### src/rtl/mmio_pkg.sv
// Shared definitions for the MMIO peripheral controller.
// Region codes are the 12-bit values of addr[31:20]; any other code is an
// invalid region. Error-bit positions and timebase ratios live here too.
package mmio_pkg;

   typedef enum logic [11:0] {
      RGN_DATA      = 12'h000,
      RGN_VGA_LINE  = 12'h001,
      RGN_CURSOR    = 12'h002,
      RGN_KBD_ASCII = 12'h003,
      RGN_SW        = 12'h004,
      RGN_LED       = 12'h005,
      RGN_HEX       = 12'h006,
      RGN_CLK_S     = 12'h007,
      RGN_CLK_MS    = 12'h008,
      RGN_CLK_US    = 12'h009,
      RGN_ERROR     = 12'h00A
   } region_e;

   localparam int ERR_RD_INVALID = 0;
   localparam int ERR_WR_INVALID = 1;
   localparam int ERR_KBD_OVF    = 2;

   localparam int HZ_PER_MHZ = 1_000_000;
   localparam int US_PER_MS  = 1000;
   localparam int MS_PER_S   = 1000;

   typedef struct packed {
      logic    valid;
      region_e region;
   } decode_t;

   // Maps addr[31:20] to a region; valid is low for unmapped codes.
   function automatic decode_t decode_region(input logic [11:0] code);
      decode_t d;
      d.valid  = 1'b1;
      d.region = RGN_DATA;
      case (code)
         RGN_DATA:      d.region = RGN_DATA;
         RGN_VGA_LINE:  d.region = RGN_VGA_LINE;
         RGN_CURSOR:    d.region = RGN_CURSOR;
         RGN_KBD_ASCII: d.region = RGN_KBD_ASCII;
         RGN_SW:        d.region = RGN_SW;
         RGN_LED:       d.region = RGN_LED;
         RGN_HEX:       d.region = RGN_HEX;
         RGN_CLK_S:     d.region = RGN_CLK_S;
         RGN_CLK_MS:    d.region = RGN_CLK_MS;
         RGN_CLK_US:    d.region = RGN_CLK_US;
         RGN_ERROR:     d.region = RGN_ERROR;
         default:       d.valid  = 1'b0;
      endcase
      return d;
   endfunction

endpackage

### src/rtl/kbd_fifo.sv
// Synchronous FIFO buffering keyboard ASCII codes.
// Ports: clock, reset (sync, active-high), push/din (write), pop (read),
//        dout (head entry, combinational), count (occupancy), full, empty.
// The caller never pushes when full without a same-cycle pop, and never pops
// when empty.
module kbd_fifo #(
   parameter int DEPTH = 16,
   parameter int WIDTH = 8
) (
   input  logic                       clock,
   input  logic                       reset,
   input  logic                       push,
   input  logic [WIDTH-1:0]           din,
   input  logic                       pop,
   output logic [WIDTH-1:0]           dout,
   output logic [$clog2(DEPTH):0]     count,
   output logic                       full,
   output logic                       empty
);

   localparam int AW = $clog2(DEPTH);

   logic [WIDTH-1:0] mem [DEPTH];
   logic [AW-1:0]    wr_ptr;
   logic [AW-1:0]    rd_ptr;

   // NOTE: storage has no reset; the pointers alone define which entries are live.
   always_ff @(posedge clock) begin
      if (push) mem[wr_ptr] <= din;
   end

   // NOTE: all sequential state uses non-blocking assignments so every flop
   // samples pre-edge values regardless of statement order.
   always_ff @(posedge clock) begin
      if (reset) begin
         wr_ptr <= '0;
         rd_ptr <= '0;
         count  <= '0;
      end else begin
         if (push) wr_ptr <= wr_ptr + 1'b1;
         if (pop)  rd_ptr <= rd_ptr + 1'b1;
         case ({push, pop})
            2'b10:   count <= count + 1'b1;
            2'b01:   count <= count - 1'b1;
            default: count <= count;
         endcase
      end
   end

   assign dout  = mem[rd_ptr];
   assign empty = (count == '0);
   assign full  = (count == (AW+1)'(DEPTH));

endmodule

### src/rtl/mmio_periph_ctrl.sv
// Memory-mapped peripheral controller between a CPU data port and board I/O.
// Ports: clock/reset (sync, active-high); CPU side addr, wdata, we, re, rdata
//        (registered, 1-cycle latency); data memory mem_we/mem_rdata; board
//        side sw, kbd_valid/kbd_ascii, led, hex, line_offset, cur_h, cur_v,
//        cursor_blink.
// Holds display registers, us/ms/s timers driven by enable-tick prescalers,
// a keyboard FIFO and a sticky error register.
module mmio_periph_ctrl
   import mmio_pkg::*;
#(
   parameter int CLK_HZ    = 50_000_000,
   parameter int KBD_DEPTH = 16,
   parameter int NUM_LED   = 16,
   parameter int NUM_SW    = 16,
   parameter int BLINK_MS  = 500
) (
   input  logic               clock,
   input  logic               reset,
   input  logic [31:0]        addr,
   input  logic [31:0]        wdata,
   input  logic               we,
   input  logic               re,
   output logic [31:0]        rdata,
   output logic               mem_we,
   input  logic [31:0]        mem_rdata,
   input  logic [NUM_SW-1:0]  sw,
   input  logic               kbd_valid,
   input  logic [7:0]         kbd_ascii,
   output logic [NUM_LED-1:0] led,
   output logic [31:0]        hex,
   output logic [4:0]         line_offset,
   output logic [6:0]         cur_h,
   output logic [4:0]         cur_v,
   output logic               cursor_blink
);

   localparam int US_DIV  = CLK_HZ / HZ_PER_MHZ;
   localparam int US_W    = $clog2(US_DIV + 1);
   localparam int MS_W    = $clog2(US_PER_MS);
   localparam int S_W     = $clog2(MS_PER_S);
   localparam int BLINK_W = $clog2(BLINK_MS + 1);
   localparam int CNT_W   = $clog2(KBD_DEPTH) + 1;

   decode_t dec;
   assign dec = decode_region(addr[31:20]);

   logic unused_addr;
   assign unused_addr = ^addr[19:0];

   // A simultaneous write takes the port; the read is dropped.
   logic rd_en;
   assign rd_en = re && !we;

   function automatic logic hit(input decode_t d, input region_e r);
      return d.valid && (d.region == r);
   endfunction

   assign mem_we = we && hit(dec, RGN_DATA);

   // ---------------- keyboard FIFO ----------------
   logic             kbd_push_req, kbd_push, kbd_pop, kbd_full, kbd_empty;
   logic [7:0]       kbd_head;
   logic [CNT_W-1:0] kbd_count;

   assign kbd_push_req = kbd_valid && (kbd_ascii != 8'h00);
   assign kbd_pop      = rd_en && hit(dec, RGN_KBD_ASCII) && !kbd_empty;
   // A same-cycle pop frees the slot, so full+push+pop is not an overflow.
   assign kbd_push     = kbd_push_req && (!kbd_full || kbd_pop);

   kbd_fifo #(.DEPTH(KBD_DEPTH), .WIDTH(8)) u_kbd_fifo (
      .clock (clock),
      .reset (reset),
      .push  (kbd_push),
      .din   (kbd_ascii),
      .pop   (kbd_pop),
      .dout  (kbd_head),
      .count (kbd_count),
      .full  (kbd_full),
      .empty (kbd_empty)
   );

   // ---------------- prescalers ----------------
   logic [US_W-1:0]    us_cnt;
   logic [MS_W-1:0]    ms_cnt;
   logic [S_W-1:0]     s_cnt;
   logic [BLINK_W-1:0] blink_cnt;
   logic               us_tick, ms_tick, s_tick, blink_tick;

   assign us_tick    = (us_cnt == US_W'(US_DIV - 1));
   assign ms_tick    = us_tick && (ms_cnt == MS_W'(US_PER_MS - 1));
   assign s_tick     = ms_tick && (s_cnt == S_W'(MS_PER_S - 1));
   assign blink_tick = ms_tick && (blink_cnt == BLINK_W'(BLINK_MS - 1));

   always_ff @(posedge clock) begin
      if (reset) begin
         us_cnt       <= '0;
         ms_cnt       <= '0;
         s_cnt        <= '0;
         blink_cnt    <= '0;
         cursor_blink <= 1'b0;
      end else begin
         us_cnt <= us_tick ? '0 : us_cnt + 1'b1;
         if (us_tick) ms_cnt <= ms_tick ? '0 : ms_cnt + 1'b1;
         if (ms_tick) s_cnt <= s_tick ? '0 : s_cnt + 1'b1;
         if (ms_tick) blink_cnt <= blink_tick ? '0 : blink_cnt + 1'b1;
         if (blink_tick) cursor_blink <= !cursor_blink;
      end
   end

   // ---------------- register file ----------------
   logic [31:0] clk_us, clk_ms, clk_s;
   logic [2:0]  error, err_set, err_clr;

   assign err_set[ERR_RD_INVALID] = rd_en && !dec.valid;
   assign err_set[ERR_WR_INVALID] = we && (!dec.valid || dec.region == RGN_SW
                                           || dec.region == RGN_KBD_ASCII);
   assign err_set[ERR_KBD_OVF]    = kbd_push_req && kbd_full && !kbd_pop;
   assign err_clr = (we && hit(dec, RGN_ERROR)) ? wdata[2:0] : 3'b000;

   always_ff @(posedge clock) begin
      if (reset) begin
         led         <= '0;
         hex         <= '0;
         line_offset <= '0;
         cur_h       <= '0;
         cur_v       <= '0;
         clk_us      <= '0;
         clk_ms      <= '0;
         clk_s       <= '0;
         error       <= '0;
      end else begin
         if (we && hit(dec, RGN_VGA_LINE)) line_offset <= wdata[4:0];
         if (we && hit(dec, RGN_CURSOR))   {cur_v, cur_h} <= wdata[11:0];
         if (we && hit(dec, RGN_LED))      led <= wdata[NUM_LED-1:0];
         if (we && hit(dec, RGN_HEX))      hex <= wdata;
         // A preset write overrides a coincident tick.
         if (we && hit(dec, RGN_CLK_US))   clk_us <= wdata;
         else if (us_tick)                 clk_us <= clk_us + 1'b1;
         if (we && hit(dec, RGN_CLK_MS))   clk_ms <= wdata;
         else if (ms_tick)                 clk_ms <= clk_ms + 1'b1;
         if (we && hit(dec, RGN_CLK_S))    clk_s <= wdata;
         else if (s_tick)                  clk_s <= clk_s + 1'b1;
         // Set beats write-1-to-clear in the same cycle.
         error <= (error & ~err_clr) | err_set;
      end
   end

   // ---------------- read path ----------------
   logic [31:0] rd_val;
   logic [31:0] rdata_q;
   logic        data_sel;

   // NOTE: every always_comb output gets a default first so no path infers a latch.
   always_comb begin
      rd_val = '0;
      if (dec.valid) begin
         case (dec.region)
            RGN_VGA_LINE:  rd_val = {27'b0, line_offset};
            RGN_CURSOR:    rd_val = {20'b0, cur_v, cur_h};
            RGN_KBD_ASCII: rd_val = kbd_empty ? 32'h0
                                              : {16'h0, 8'(kbd_count), kbd_head};
            RGN_SW:        rd_val = 32'(sw);
            RGN_LED:       rd_val = 32'(led);
            RGN_HEX:       rd_val = hex;
            RGN_CLK_S:     rd_val = clk_s;
            RGN_CLK_MS:    rd_val = clk_ms;
            RGN_CLK_US:    rd_val = clk_us;
            RGN_ERROR:     rd_val = {29'b0, error};
            default:       rd_val = '0;
         endcase
      end
   end

   // data_sel steers the memory's own registered output onto rdata until the
   // next accepted read selects a peripheral instead.
   always_ff @(posedge clock) begin
      if (reset) begin
         rdata_q  <= '0;
         data_sel <= 1'b0;
      end else if (rd_en) begin
         rdata_q  <= rd_val;
         data_sel <= hit(dec, RGN_DATA);
      end
   end

   assign rdata = data_sel ? mem_rdata : rdata_q;

endmodule

### config.mk
export PLATFORM = sky130hd
export DESIGN_NAME = mmio_periph_ctrl
export DESIGN_NICKNAME = d
export VERILOG_FILES = /design/src/rtl/mmio_pkg.sv /design/src/rtl/kbd_fifo.sv /design/src/rtl/mmio_periph_ctrl.sv
export SDC_FILE = /design/constraint.sdc
export NUM_CORES = 1
export LEC_CHECK = 0
export CAP_MARGIN = 20
export CORE_MARGIN = 2
export CORE_UTILIZATION = 40
export DETAILED_ROUTE_END_ITERATION = 10
export GPL_TIMING_DRIVEN = 0
export SYNTH_ARGS = -nofsm -noshare
export SYNTH_HDL_FRONTEND = slang
export SYNTH_HIERARCHICAL = 1
export SYNTH_SLANG_ARGS = --single-unit
### constraint.sdc
create_clock -name clock -period 4.2 [get_ports clock]
set_input_delay 0.42 -clock clock [delete_from_list [all_inputs] [get_ports clock]]
set_output_delay 0.42 -clock clock [all_outputs]
set_load 0.01 [all_outputs]
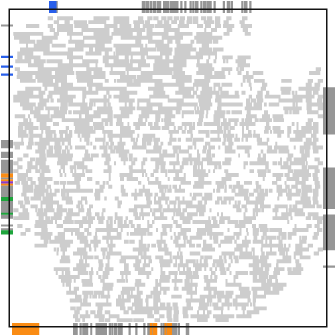
Figure 1: pin placement.
Pins as bars across the die edge, other pins in grey.
- line_offset: green (pins 5; direction output; edge west)
- addr: orange (pins 32; direction input; edge 28 south, 4 west)
- mem_we: purple (pins 1; direction output; edge west)
- kbd_ascii: blue (pins 8; direction input; edge 5 north, 3 west)

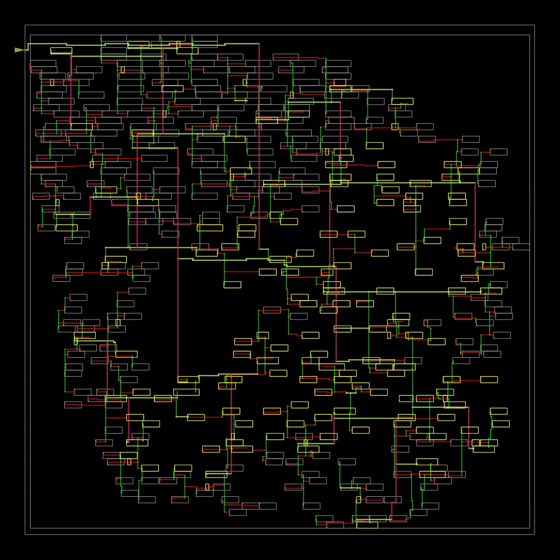
Figure 2: clock routing.
number of clock sinks: 378
number of buffers added by the clock tree synthesis step: 42

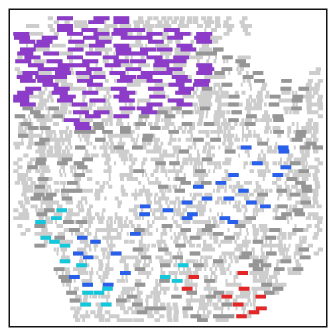
Figure 3: register map, names as in the netlist.
- led: cyan (flops 16)
- ms_cnt: red (flops 10; where south-east)
- clk_us: blue (flops 32)
- u_kbd_fifo/mem: purple (flops 128)
- not coloured: 192
flip-flop and latch share of the layout cell area: 39.00%
share of the core filled with cells: 49.78%
sequential cell power: 0.00383 W
sequential cell area: 8848 sq um

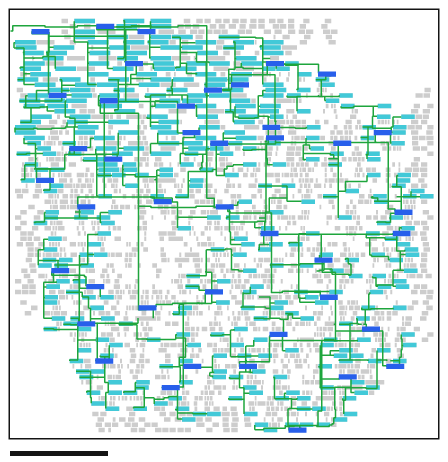
Figure 4: clock network drawn from the DEF.
The bar under the picture is 50 microns long.
- clock wires: green (length 5090 microns)
- clock drivers: blue (count 42)
- flip-flops: cyan (count 378)
- routed clock nets: 43
- flops lie: all over the die
power attributed to the clock group: 0.00371 W
setup skew after layout: 0.02573 ns
Clock Power Share: 46.6%
clk ins delay skew pair: 0.59 ns

==> impl_metrics.csv <==
group,metric,value,unit
route,routed_via_density,6.063,
floorplan,horizontal_extent_of_the_die,219.2,microns
synth,netlist.area_leader.share,27.02,%
critical_path,worstSetupPathType,"input port to flip-flop",
grt,global_route.usage.met3,4.421,%
route,via_count,16480,
layout,diodes,1,
floorplan,chipArea,48040,sq um
power,power_leakage,7.266,nW
critical_path,crit_buf_inv,5,
synth,post_synth_ao_oa_area_fraction,13.00,%
route,top_signal_layer_used,"met5",
final_timing,hold_viol,0,
final_timing,clock_period_minus_final_worst_setup_slack,3.762,ns
floorplan,fp-utilization,40.64,%
layout,post_layout_nonfiller_instances,2718,
power,power_density_cells,350.7,nW/um^2
power,net_sw_share,23.36,%
layout,final.signal_inverter_count,29,
clock_network,tritoncts,"built",
route,dr.first_iter.drc_count,1867,
clock_network,h-tree-depth,2,
critical_path,timing.critical_path.cells,"clkdlybuf4s50_1 -> or4_1 -> buf_4 -> nor4_4 -> nand2_1 -> a21boi_0 -> clkbuf_2 -> inv_1 -> ha_1 -> buf_2 -> xor2_1 -> ha_1 -> o21ai_0 -> or3_1 -> a2111o_1 -> nand4_1",
layout,drive_above_1_share,9.117,%
critical_path,cp_max_fo,8,
grt,grt_use_met2,43.42,%
grt,globalRouteOverflowTotal,0,
final_timing,hold_ws,0.2754,ns
job,warnings,51,
critical_path,r2r_slack,0.47,ns
critical_path,worstRegToRegCells,16,
clock_network,cts_resized,0,
final_timing,maxSlewViolCount,0,
final_timing,tightestPinTransition,1.226,ns
outcome,run_status,"complete, no violations",
route,drt-met1-wl,29540,microns
power,switching_power,0.001859,W
critical_path,slowest_stage,"sky130_fd_sc_hd__or4_1",
floorplan,die_height,219.2,microns
clock_network,clock_tree_root_buffer_cell,"sky130_fd_sc_hd__clkbuf_16",
synth,synthDominantAreaCellType,"sky130_fd_sc_hd__dfxtp_1",
power,power_report.internal_total,0.006097,W
final_timing,max_freq,265.8,MHz
critical_path,crit_top_cell,"sky130_fd_sc_hd__ha_1",
floorplan,core-area,45580,sq um
critical_path,timing.critical_path.depth,16,
synth,ys_cells,1837,
critical_path,endpoint_required_time_on_the_critical_path,4.73,ns
synth,ys_types,76,
floorplan,io-pin-count,224,
critical_path,critPathArrivalTime,4.29,ns
placed_design,detailed_place_hpwl,51270,microns
grt,grt_first_pass_wirelength,101000,microns
critical_path,rr_endpoint,"u_kbd_fifo/count[4]",
layout,non_clock_buffer_area_share,11.55,%
job,maxCapViolations,0,
grt,grt_util_met1,39.48,%
layout,area.growth.synth_to_final,22.50,%
critical_path,worst_setup_path_start_kind,"input port",
placed_design,place.detailed.instances,2638,
critical_path,crit_family,"simple AND/OR/NAND/NOR gates",
route,route.detailed.wl_per_inst,25.28,microns
power,max_rail_drop_vdd,0.0003238,V
grt,via_count_of_the_first_global_routing_pass,15560,
synth,syn-instance-count,1837,
layout,top_layout_cell,"sky130_fd_sc_hd__dfxtp_1",
worst_hold_path,min_delay_worst_endpoint,"hex[1]",
Power figures rest on the tool's default switching activity, not on a simulated workload.
